Figure 1. I/O nets highlighted (run 1).
(2 px per um)
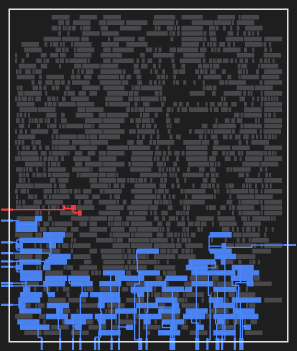
Figure 2. Signal wires on met1 (run 1).
(3 px per um) Supply wires on this layer in gray. Cells faint in the background.
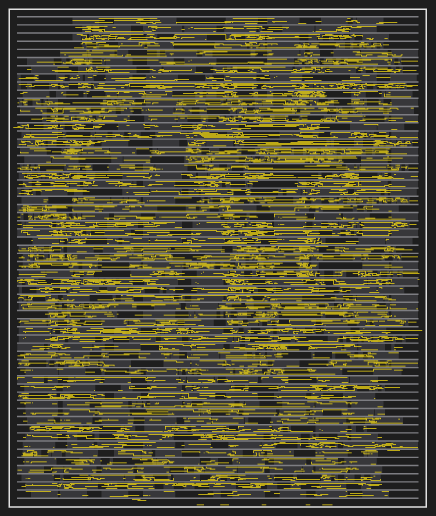
Figure 3. Cell placement (run 1).
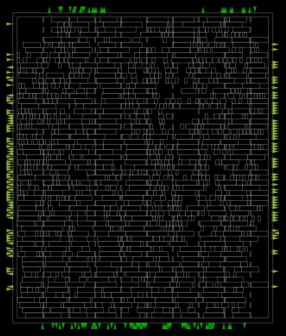
**src/rtl/if_stage.sv**
```systemverilog
// ---------------------------------------------------------------------------
// if_stage -- instruction-fetch stage of the five-stage RV32IMF core.
//
// Owns the fetch PC, issues word requests to instruction memory, tags each
// returned word with its PC, parks it in a 2-entry fetch buffer (or bypasses
// it straight into decode) and presents one {instruction, pc, pc+4} triple
// per cycle to id_stage.
//
// Handshakes:
//   Instruction memory: a request is accepted in any cycle where
//   i_req_o & i_gnt_i. While i_req_o is high and i_gnt_i is low, i_addr_o
//   stays stable. Read data returns with i_rvalid_i exactly one cycle after
//   acceptance.
//   Decode: the d_* register advances whenever neither stall input is high;
//   d_valid_o marks a real instruction, otherwise d_instruction_o is a bubble.
//
// Ports:
//   clk, rst_n            core clock, asynchronous active-low reset
//   stall_i               load-use stall from decode (holds decode register)
//   stall_general_i       multi-cycle ALU stall (holds decode register)
//   brj_i, brj_pc_i       taken branch/jump and its target
//   i_req_o, i_addr_o     instruction-memory request and word address
//   i_gnt_i               request accepted this cycle
//   i_rvalid_i, i_rdata_i returned instruction word
//   d_instruction_o       instruction to decode
//   d_pc_o, d_pc4_o       its PC and PC+4
//   d_valid_o             1 = real instruction, 0 = bubble
// ---------------------------------------------------------------------------
module if_stage #(
   parameter logic [31:0] BOOT_ADDR = 32'h0000_0000,
   parameter logic [31:0] NOP_INSTR = 32'h0000_0013
) (
   input  logic        clk,
   input  logic        rst_n,
   input  logic        stall_i,
   input  logic        stall_general_i,
   input  logic        brj_i,
   input  logic [31:0] brj_pc_i,
   output logic        i_req_o,
   output logic [31:0] i_addr_o,
   input  logic        i_gnt_i,
   input  logic        i_rvalid_i,
   input  logic [31:0] i_rdata_i,
   output logic [31:0] d_instruction_o,
   output logic [31:0] d_pc_o,
   output logic [31:0] d_pc4_o,
   output logic        d_valid_o
);

   logic [31:0] fpc;
   logic [31:0] pend_pc;
   logic        outstanding;
   logic        drop;

   // Fetch buffer: 2 entries of {pc, instruction}, separate read/write pointers.
   logic [31:0] fb_pc    [2];
   logic [31:0] fb_instr [2];
   logic        fb_rp;
   logic        fb_wp;
   logic [1:0]  fb_count;

   logic        hold;
   logic        advance;
   logic        redirect;
   logic        resp_ok;
   logic        fb_empty;
   logic        pop_fb;
   logic        bypass;
   logic        pop;
   logic        push;
   logic        accept;
   logic [2:0]  occ;
   logic [2:0]  occ_limit;

   assign hold     = stall_i | stall_general_i;
   assign advance  = ~hold;
   // Branch outcome is only trusted when decode actually advances; during a
   // hold its operands may be stale.
   assign redirect = brj_i & advance;

   // A response is usable only if we are waiting for one and it is not the
   // tail of a flushed fetch. Unsolicited rvalids fall out here as well.
   assign resp_ok  = i_rvalid_i & outstanding & ~drop;
   assign fb_empty = (fb_count == 2'd0);

   assign pop_fb   = advance & ~redirect & ~fb_empty;
   assign bypass   = advance & ~redirect & fb_empty & resp_ok;
   assign pop      = pop_fb | bypass;
   assign push     = resp_ok & ~redirect & ~bypass;

   // Only request when the word is guaranteed a slot: buffered plus in-flight
   // entries, minus what leaves this cycle, must stay below 2.
   assign occ       = {1'b0, fb_count} + {2'b00, outstanding};
   assign occ_limit = 3'd2 + {2'b00, pop};
   assign i_req_o   = rst_n & ~redirect & (occ < occ_limit);
   assign i_addr_o  = fpc;
   assign accept    = i_req_o & i_gnt_i;

   // Fetch PC, request tracking and flush bookkeeping.
   always_ff @(posedge clk or negedge rst_n) begin
      if (!rst_n) begin
         fpc         <= BOOT_ADDR;
         pend_pc     <= 32'h0;
         outstanding <= 1'b0;
         drop        <= 1'b0;
      end else begin
         if (redirect)
            fpc <= brj_pc_i;
         else if (accept)
            fpc <= fpc + 32'd4;

         if (accept)
            pend_pc <= fpc;

         if (accept)
            outstanding <= 1'b1;
         else if (i_rvalid_i)
            outstanding <= 1'b0;

         // A request still in flight across a redirect belongs to the old
         // path; its response must be discarded when it finally shows up.
         // A response arriving in the redirect cycle itself is simply not
         // stored, so no drop is needed for it.
         if (redirect && outstanding && !i_rvalid_i)
            drop <= 1'b1;
         else if (i_rvalid_i)
            drop <= 1'b0;
      end
   end

   // Fetch buffer pointers and occupancy.
   always_ff @(posedge clk or negedge rst_n) begin
      if (!rst_n) begin
         fb_rp    <= 1'b0;
         fb_wp    <= 1'b0;
         fb_count <= 2'd0;
      end else if (redirect) begin
         fb_rp    <= 1'b0;
         fb_wp    <= 1'b0;
         fb_count <= 2'd0;
      end else begin
         if (push)
            fb_wp <= ~fb_wp;
         if (pop_fb)
            fb_rp <= ~fb_rp;
         fb_count <= fb_count + {1'b0, push} - {1'b0, pop_fb};
      end
   end

   // Buffer payload carries no reset; entries are only read when counted.
   always_ff @(posedge clk) begin
      if (push) begin
         fb_pc[fb_wp]    <= pend_pc;
         fb_instr[fb_wp] <= i_rdata_i;
      end
   end

   // Decode register. Bubbles keep the last PC so decode sees stable values.
   always_ff @(posedge clk or negedge rst_n) begin
      if (!rst_n) begin
         d_instruction_o <= NOP_INSTR;
         d_pc_o          <= 32'h0;
         d_pc4_o         <= 32'h0;
         d_valid_o       <= 1'b0;
      end else if (advance) begin
         if (pop_fb) begin
            d_instruction_o <= fb_instr[fb_rp];
            d_pc_o          <= fb_pc[fb_rp];
            d_pc4_o         <= fb_pc[fb_rp] + 32'd4;
            d_valid_o       <= 1'b1;
         end else if (bypass) begin
            d_instruction_o <= i_rdata_i;
            d_pc_o          <= pend_pc;
            d_pc4_o         <= pend_pc + 32'd4;
            d_valid_o       <= 1'b1;
         end else begin
            // Redirect or nothing available: insert a bubble.
            d_instruction_o <= NOP_INSTR;
            d_valid_o       <= 1'b0;
         end
      end
   end

endmodule

```
**config.mk**
```make
export PLATFORM = sky130hd
export DESIGN_NAME = if_stage
export DESIGN_NICKNAME = d
export VERILOG_FILES = /design/src/rtl/if_stage.sv
export SDC_FILE = /design/constraint.sdc
export NUM_CORES = 1
export LEC_CHECK = 0
export CAP_MARGIN = 20
export CORE_ASPECT_RATIO = 1.2
export CORE_MARGIN = 2
export CORE_UTILIZATION = 60
export DETAILED_ROUTE_END_ITERATION = 10
export DONT_BUFFER_PORTS = 1
export GPL_TIMING_DRIVEN = 0
export PLACE_DENSITY = 0.73
export SYNTH_ARGS = -nofsm -noshare
export SYNTH_HDL_FRONTEND = slang
export SYNTH_SLANG_ARGS = --single-unit
```
**constraint.sdc**
```tcl
create_clock -name clk -period 7.6 [get_ports clk]
set_clock_uncertainty 0.05 [all_clocks]
set_input_delay 1.9 -clock clk [delete_from_list [all_inputs] [get_ports clk]]
set_output_delay 1.9 -clock clk [all_outputs]
set_load 0.01 [all_outputs]
```
==> out/metrics.csv, run 1 <==
stage,metric,value,unit
outcome,outcome,completed,
final_timing,fin crit share,74.19,%
final_timing,Final Max Slew Viols,0,
final_timing,f_max,177.3,MHz
synthesis,Post-synth EDFFs,128,
worst_setup_path,Critical-path top delay cell,clkbuf_1,
final_timing,setup TNS,0,ns
placed_design,hpwl dp,22.58,mm
final_timing,Slew headroom,36.98,%
synthesis,Ys Warns,0,
global_route,first-pass GRT wire length,49.85,mm
global_route,largest net degree at the start of global routing,167,
synthesis,Syn Area/Cell,11.86,um^2
floorplanning,Die W,138.5,um
floorplanning,Cell Rows,59,
synthesis,yosys cell count,1099,
final_timing,count of final setup violators,0,
cells_and_area,dominant logic cell type in the layout,dfrtp_1,
placed_design,Port Buf Inserts,0,
detailed_routing,met3 wire length,2.815,mm
worst_setup_path,CP Launch Point,stall_general_i,
hold_path,Hold Crit Start,drop$_DFFE_PN0P_,
worst_setup_path,worst-path fanout max,10,
final_timing,final setup margin,1.961,ns
detailed_routing,highest metal used,met4,
synthesis,ys async rst share,56.31,%
floorplanning,Initial Utilization,60.67,%
worst_setup_path,WS Path Type,in2out,
worst_setup_path,arrival time worst endpoint,3.69,ns
cells_and_area,NumNets Final,1209,
clock_tree,Inserted Clock Buffers,28,
detailed_routing,average vias per placed instance,6.275,
global_route,vias in the first global route,8800,
clock_tree,cts hold-fix bufs,0,
detailed_routing,Via Count,8948,
detailed_routing,final wirelength,32.15,mm
cells_and_area,register area,0.007976,mm^2
## Picture notes: Figure 1
[blue] `i_rdata_i` | bits: 32 | direction: input | end cells: 96 | buffers: 0 | wire: 1020 um
[red] `i_rvalid_i` | bits: 1 | direction: input | end cells: 3 | buffers: 0 | wire: 38.4 um

## Picture notes: Figure 2
main direction: horizontal
longest straight run: 49.9 um
wire length on this layer: 13700 um
share of all routed wire: 43%

## Picture notes: Figure 3
core footprint: 0.02148 mm^2
registers: 293

run 1: sequential cells by signal, summed over array words and instances, names as in the netlist:
register	count
fb_count	2
d_instruction_o	32
fb_instr	64
pend_pc	32
fb_rp	1
outstanding	1
fb_pc	64
drop	1
d_pc4_o	30
i_addr_o	32
d_valid_o	1
d_pc_o	32
fb_wp	1
run 1: cell usage after synthesis, drive strengths merged (5+ instances only):
master and number:
xnor2 22, nor4 9, nor2 88, a2111oi 5
ha 6, and3 10, edfxtp 128, a211oi 16
o21ai 84, a221o 29, inv 10, nand2 126
nor3 20, clkbuf 37, nand3 38, xor2 31
mux2 36, o22ai 5, buf 28, nand3b 9
mux2i 58, or3 6, a21oi 51, dfrtp 162
a31oi 15, nand4 17
run 1: layout make-up:
class | count | area share [%]
Multi-Input combinational cell | 731 | 33.07
Clock buffer | 40 | 5.495
Buffer | 65 | 2.053
Timing Repair Buffer | 3 | 0.4717
Sequential cell | 293 | 55.69
Clock inverter | 10 | 0.5591
Inverter | 10 | 0.2621
Tap cell | 274 | 2.394
run 1: metrics by stage:
stage	utilization, %	area (um^2)	hold WS (ns)	instances
finish	66.67	14320	0.4380	1426
global route	66.67	14320	0.4694	1426
CTS	66.67	14320	0.4405	1426
detailed placement	62.64	13460	0.4252	1376
global placement	62.26	13380	0.4195	1373
floorplan	-	13030	0.4038	1099
run 1: where the power goes:
group          leakage, nW  internal [mW]  switching (mW)
clock                0.426          0.752           0.570
combinational         1.81          0.505           0.710
sequential            3.23           2.11           0.525
total                 5.46           3.36            1.80
run 1: routing by layer:
layer / GRT usage (%) / up-vias
li1: - / 4106
met1: 39.42 / 4374
met2: 44.58 / 405
met3: 5.767 / 63
met4: 7.699 / 0
met5: 0 / -
run 1: logic make-up after synthesis:
group | synth area share (%)
mux | 7.565
flops | 61.20
simple gates | 12.75
compound gates | 11.80
xor+xnor | 3.562
buf+inv | 2.544
fa+ha+maj | 0.5760
run 1: final timing paths:
kind | to | slack [ns] | cells after the start
min reg2reg | drop$_DFFE_PN0P_ | 0.44 | 2
min in group asynchronous | d_pc_o[20]$_DFFE_PN0P_ | 1.00 | 0
max | i_req_o | 1.96 | 5
max reg2reg | d_pc4_o[26]$_DFFE_PN0P_ | 3.10 | 14
min | drop$_DFFE_PN0P_ | 0.44 | 2
max in group asynchronous | pend_pc[21]$_DFFE_PN0P_ | 6.02 | 0
run 1: worst min-delay path, stage by stage (launching register included):
cell	delay, ns
dfrtp_1	0.34
a21oi_1	0.04
nor2_1	0.07
==> run 1 -> run 2 <==
CORE_UTILIZATION = 57   (was 60)
PLACE_DENSITY = 0.72   (was 0.73)
clock period = 5.16 ns   (was 7.6 ns; I/O delays follow)
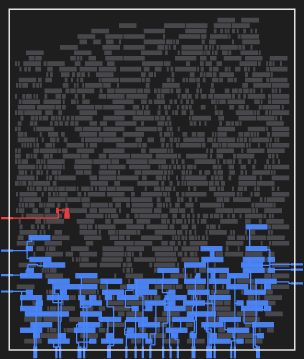
Figure 4: run 2, I/O nets highlighted.
(2 px per um)
[red] `i_rvalid_i` | bits: 1 | direction: input | end cells: 3 | buffers: 0 | wire: 34.5 um
[blue] `i_rdata_i` | bits: 32 | direction: input | end cells: 96 | buffers: 0 | wire: 1160 um

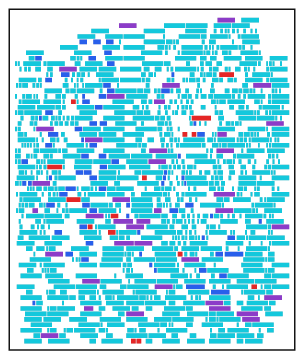
Figure 5: run 2, cell sizes after repair.
(2 px per um)
[cyan] x1 and smaller | cells: 1025 | most used: dfrtp_1
[purple] x6 and larger | cells: 39 | most used: clkbuf_16
[red] x3 and x4 | cells: 15 | most used: buf_4
[blue] x2 | cells: 75 | most used: mux2_2

==> run 2 against run 1 <==
- global-route usage down 1.2 points
- die area grew 5.1%
- core utilization is 2.5 points lower
- wire length is 0.21% higher
- flip-flop count unchanged
- synthesized area did not move
- final area increased by 0.50%
- sequential power up 48%
- combinational power grew 47%
- worst setup slack worse by 1.3 ns
- critical path depth rose by 7
- clock-buffer cell count decreased by 2
- critical path type is now in2reg
- largest power group unchanged
- highest routed layer unchanged
==> out/metrics.csv, run 2 <==
stage,metric,value,unit,change
outcome,outcome,completed,,unchanged
synthesis,XORs/XNORs by Area,3.562,%,unchanged
power,Combinational Power Share,23.1,%,was 23.5%
cells_and_area,Largest regs,"fb_instr x64, fb_pc x64",,unchanged
global_route,largest net degree at the start of global routing,167,,unchanged
final_timing,count of final setup violators,0,,unchanged
floorplanning,Die W,142.0,um,was 138.5 um
final_timing,f_max,223.7,MHz,
clock_tree,post-CTS resize count,0,,unchanged
final_timing,Fin Hold WS,0.3973,ns,was 0.4380 ns
power,Sw Ratio,34.80,%,was 34.92%
global_route,vias in the first global route,8900,,was 8800
worst_setup_path,max incr delay on CP,0.58,ns,was 0.57 ns
synthesis,Cells after Synth,1099,,unchanged
floorplanning,core footprint,0.02245,mm^2,was 0.02148 mm^2
synthesis,Post-synth EDFFs,128,,unchanged
placed_design,Port Buf Inserts,0,,unchanged
worst_setup_path,Worst setup EP type,flop,,was output pin
synthesis,complex-gate fraction of the synthesized area,11.80,%,unchanged
synthesis,Ys Warns,0,,unchanged
synthesis,Top logic family,simple AND/OR/NAND/NOR gates,,unchanged
synthesis,Syn Area/Cell,11.86,um^2,unchanged
cells_and_area,Final Cell Area,0.01439,mm^2,was 0.01432 mm^2
synthesis,most frequent cells after synthesis,"162 x dfrtp_1, 128 x edfxtp_1, 126 x nand2_1",,unchanged
floorplanning,Cell Rows,60,,was 59
floorplanning,Initial Utilization,58.06,%,was 60.67%
placed_design,post-placement cell area,0.01347,mm^2,was 0.01346 mm^2
detailed_routing,Via Count,8922,,was 8948
synthesis,Top cells by area,"dfrtp_1 31%, edfxtp_1 29%, mux2i_1 4.5%, nand2_1 3.6%, mux2_2 3.1%",,unchanged
clock_tree,CTS Buffer Depth,3,,unchanged
global_route,first-pass GRT wire length,50.40,mm,was 49.85 mm
worst_setup_path,WS Path Type,in2reg,,was in2out
power,Internal,5.032,mW,was 3.363 mW
final_timing,setup TNS,0,ns,unchanged
cells_and_area,dominant logic cell type in the layout,dfrtp_1,,unchanged
placed_design,hpwl dp,22.77,mm,was 22.58 mm
final_timing,Final min period,4.471,ns,
synthesis,MUX share of area,7.565,%,unchanged
final_timing,Slew headroom,33.17,%,was 36.98%
clock_tree,cts hold-fix bufs,0,,unchanged
power,clock power share,26.7,%,was 25.6%
synthesis,ys async rst share,56.31,%,unchanged
clock_tree,Inserted Clock Buffers,28,,unchanged
power,Sequential Power Share,50.3,%,was 50.9%
final_timing,Final Max Slew Viols,0,,unchanged
worst_setup_path,CP top delay family,AND-OR/OR-AND gates,,was simple AND/OR/NAND/NOR gates
run,total of max-cap violations,0,,unchanged
detailed_routing,average vias per placed instance,6.226,,was 6.275
worst_setup_path,arrival time worst endpoint,4.83,ns,was 3.69 ns
final_timing,fin crit share,86.65,%,
detailed_routing,final wirelength,32.22,mm,was 32.15 mm
synthesis,yosys cell count,1099,,unchanged
worst_setup_path,worst-path fanout max,10,,unchanged
synthesis,Synth Area in Adders,0.5760,%,unchanged
cells_and_area,NumNets Final,1209,,unchanged
power,P_sw,2.686,mW,was 1.804 mW
run 2: cell counts after synthesis:
Identical to the previous run, type by type.
run 2: power groups by stage:
stage,sequential (mW),combinational [mW],clock (mW)
after CTS,3.87,1.78,2.10
final,3.88,1.78,2.06
after floorplan,3.67,1.35,0
after detailed placement,3.92,1.76,0
after global routing,3.96,1.96,2.19
after global placement,3.90,1.70,0
run 2: path summary, 6_finish.rpt:
path / start / endpoint / cells past startpoint / slack (ns)
worst min register to register: drop$_DFFE_PN0P_ / drop$_DFFE_PN0P_ / 2 / 0.45
worst max register to register: fb_rp$_DFFE_PN0P_ / d_pc4_o[26]$_DFFE_PN0P_ / 14 / 0.87
max in group asynchronous: rst_n / pend_pc[18]$_DFFE_PN0P_ / 0 / 4.22
worst min-delay path: rst_n / d_pc_o[20]$_DFFE_PN0P_ / 0 / 0.40
worst max-delay path: brj_i / d_pc4_o[26]$_DFFE_PN0P_ / 12 / 0.69
min in group clk: drop$_DFFE_PN0P_ / drop$_DFFE_PN0P_ / 2 / 0.45
run 2: layout make-up:
type / count / area, um^2
fillers: 1745 / 8053
flip-flops and latches: 293 / 7976
multi-input cells: 731 / 4737
clock buffers: 38 / 758.2
well taps: 279 / 349.1
plain buffers: 65 / 294.0
clock inverters: 14 / 166.4
repair buffers: 3 / 75.07
inverters: 10 / 37.54
run 2: metal layers:
| metal | up-vias | track usage (%) | share of wire [%] |
|---|---|---|---|
| li1 | 4097 | - | - |
| met1 | 4378 | 37.52 | 43 |
| met2 | 389 | 42.03 | 46 |
| met3 | 58 | 6.405 | 8.5 |
| met4 | 0 | 6.870 | 2.0 |
| met5 | - | 0 | 0 |
run 2: logic make-up after synthesis:
family,count (synthesis)
and+or+nand+nor,346
DFF,293
AOI/OAI and AO/OA,232
muxes,94
buffers and inverters,75
xor gates and xnor gates,53
adders and majority gates,6
run 2: through the flow:
step	worst slack, ns	utilization [%]	instances
after global routing	0.5280	64.12	1433
after global placement	-0.8138	59.63	1378
final	0.6890	64.12	1433
after CTS	0.8086	64.12	1433
after floorplan	0.7534	-	1099
after detailed placement	0.2615	60.01	1381
==> run 2 -> run 3 <==
ABC_AREA = 1   (was default)
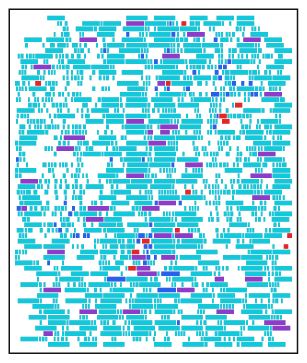
Figure 6: run 3, cell sizes after repair.
(2 px per um)
[purple] x6 and larger | cells: 43 | most used: clkbuf_16
[red] x3 and x4 | cells: 13 | most used: nor2_4
[blue] x2 | cells: 57 | most used: buf_2
[cyan] x1 and smaller | cells: 1459 | most used: nand2_1

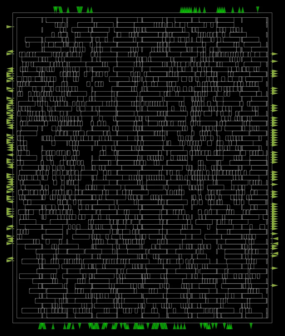
Figure 7: run 3, cell placement.
Non-Filler Instances: 1888
Cell Rows: 61
fill count: 1942
flop share of the area: 53.97%
core footprint: 0.02305 mm^2

==> run 3 against run 2 <==
- maximum frequency increased by 16%
- non-clock buffer count is 1 lower
- sequential share of layout area decreased by 1.4 points
- final cell count rose by 32%
- critical endpoint is now i_req_o
- highest routed layer unchanged
==> out/metrics.csv, run 3 <==
stage,metric,value,unit,change
final_timing,Final Max Slew Viols,0,,unchanged
placed_design,hpwl dp,24.41,mm,was 22.77 mm
synthesis,Yosys Chip Area,0.01330,mm^2,was 0.01303 mm^2
synthesis,Top cells by area,"dfrtp_1 30%, edfxtp_1 29%, nand2_1 18%, nand3_1 4.2%, o21ai_0 3.7%",,"was dfrtp_1 31%, edfxtp_1 29%, mux2i_1 4.5%, nand2_1 3.6%, mux2_2 3.1%"
worst_setup_path,WS Path Type,in2out,,was in2reg
floorplanning,Die W,143.4,um,was 142.0 um
final_timing,setup TNS,0,ns,unchanged
placed_design,Port Buf Inserts,0,,unchanged
cells_and_area,Final Cell Area,0.01478,mm^2,was 0.01439 mm^2
placed_design,dpl ws,1.166,ns,was 0.2615 ns
worst_setup_path,Worst setup EP type,output pin,,was flop
worst_setup_path,worst-path fanout max,10,,unchanged
final_timing,final setup margin,1.303,ns,was 0.6890 ns
synthesis,yosys cell count,1514,,was 1099
clock_tree,CTS Buffer Depth,3,,unchanged
worst_setup_path,arrival time worst endpoint,2.52,ns,was 4.83 ns
clock_tree,post-CTS resize count,0,,unchanged
synthesis,Cells after Synth,1514,,was 1099
clock_tree,cts hold-fix bufs,0,,unchanged
cells_and_area,Largest regs,"fb_instr x64, fb_pc x64",,unchanged
worst_setup_path,r2r setup slk,2.23,ns,was 0.87 ns
final_timing,count of final setup violators,0,,unchanged
synthesis,most frequent cells after synthesis,"620 x nand2_1, 162 x dfrtp_1, 128 x edfxtp_1",,"was 162 x dfrtp_1, 128 x edfxtp_1, 126 x nand2_1"
final_timing,Final min period,3.857,ns,was 4.471 ns
global_route,vias in the first global route,9987,,was 8900
outcome,outcome,completed,,unchanged
synthesis,Post-synth EDFFs,128,,unchanged
synthesis,Ys Warns,0,,unchanged
final_timing,f_max,259.3,MHz,was 223.7 MHz
clock_tree,Inserted Clock Buffers,29,,was 28
global_route,largest net degree at the start of global routing,167,,unchanged
detailed_routing,final wirelength,34.05,mm,was 32.22 mm
cells_and_area,Top Layout Cells,"620 x nand2_1, 162 x dfrtp_1, 128 x edfxtp_1, 112 x nand3_1, 103 x nor2_1",,"was 162 x dfrtp_1, 128 x edfxtp_1, 126 x nand2_1, 86 x nor2_1, 74 x o21ai_0"
global_route,first-pass GRT wire length,53.41,mm,was 50.40 mm
run,total of max-cap violations,0,,unchanged
synthesis,ys async rst share,56.31,%,unchanged
final_timing,Slew headroom,50.68,%,was 33.17%
detailed_routing,average vias per placed instance,5.509,,was 6.226
final_timing,fin crit share,74.75,%,was 86.65%
detailed_routing,Via Count,10401,,was 8922
run 3: cell types whose count changed in the layout (fill, tap and decap cells not counted), moves of 11 or more:
cell,before,now
a21oi_1,51,10
xnor2_1,22,4
nand2_1,126,620
o21ai_0,74,97
a221o_1,29,0
inv_1,9,90
a211oi_1,14,0
xor2_1,31,6
mux2_2,36,0
nor2_2,1,12
o211ai_1,1,12
nor2_1,86,103
nand3_1,38,112
mux2i_1,58,1
run 3: logic make-up after synthesis:
logic type,count (synthesis),synth area share (%)
muxes,1,0.07529
xor gates and xnor gates,10,0.6587
AOI/OAI and AO/OA,147,6.155
buffers and inverters,157,4.771
DFF,293,59.99
adders and majority gates,6,0.5646
and+or+nand+nor,900,27.78
run 3: area by class of cell:
cell class | instances | area [um^2]
Antenna cell | 1 | 2.502
Buffer | 63 | 281.5
Clock buffer | 38 | 789.5
Clock inverter | 16 | 195.2
Fill cell | 1942 | 8270
Inverter | 94 | 352.8
Multi-Input combinational cell | 1064 | 4700
Sequential cell | 293 | 7976
Tap cell | 315 | 394.1
Timing Repair Buffer | 4 | 87.58
run 3: worst paths after layout:
path                                                      from                        endpoint  cells past startpoint
worst max register to register         i_addr_o[2]$_DFFE_PN0P_        i_addr_o[18]$_DFFE_PN0P_                     12
worst min register to register  d_instruction_o[4]$_DFFE_PN1N_  d_instruction_o[4]$_DFFE_PN1N_                      2
worst min-delay path                                     rst_n          d_pc4_o[2]$_DFFE_PN0P_                      0
worst max-delay path                                   stall_i                         i_req_o                      8
min in group clk                d_instruction_o[4]$_DFFE_PN1N_  d_instruction_o[4]$_DFFE_PN1N_                      2
max in group asynchronous                                rst_n  d_instruction_o[0]$_DFFE_PN1N_                      0
run 3: where the power goes:
part           internal (mW)  switching (mW)
logic                  0.610            1.24
clock network           1.28           0.897
registers               3.14           0.777
total                   5.03            2.91
run 3: per-stage QoR:
| step | total power, mW | utilization [%] | hold slack, ns |
|---|---|---|---|
| floorplan | 5.112 | - | 0.4089 |
| global placement | 5.689 | 59.41 | 0.4323 |
| detailed placement | 5.792 | 59.84 | 0.4465 |
| CTS | 7.972 | 64.11 | 0.3659 |
| global route | 8.450 | 64.12 | 0.3588 |
| finish | 7.937 | 64.12 | 0.3870 |
run 3: critical path: stages:
cell     delay (ns)
inv_1          0.03
nand2_1        0.06
nor2_2         0.23
nand2_1        0.10
nor2_2         0.19
nor2_2         0.16
o21ai_1        0.19
and2_1         0.26
run 3: routing by layer:
metal / up-vias / wire (um) / GRT usage [%]
met1: 4910 / 14160 / 37.29
met3: 81 / 2565 / 5.122
met2: 407 / 16060 / 45.36
li1: 5003 / - / -
met5: - / 0 / 0
met4: 0 / 1262 / 10.66
Power is estimated from default activity; no workload was simulated.
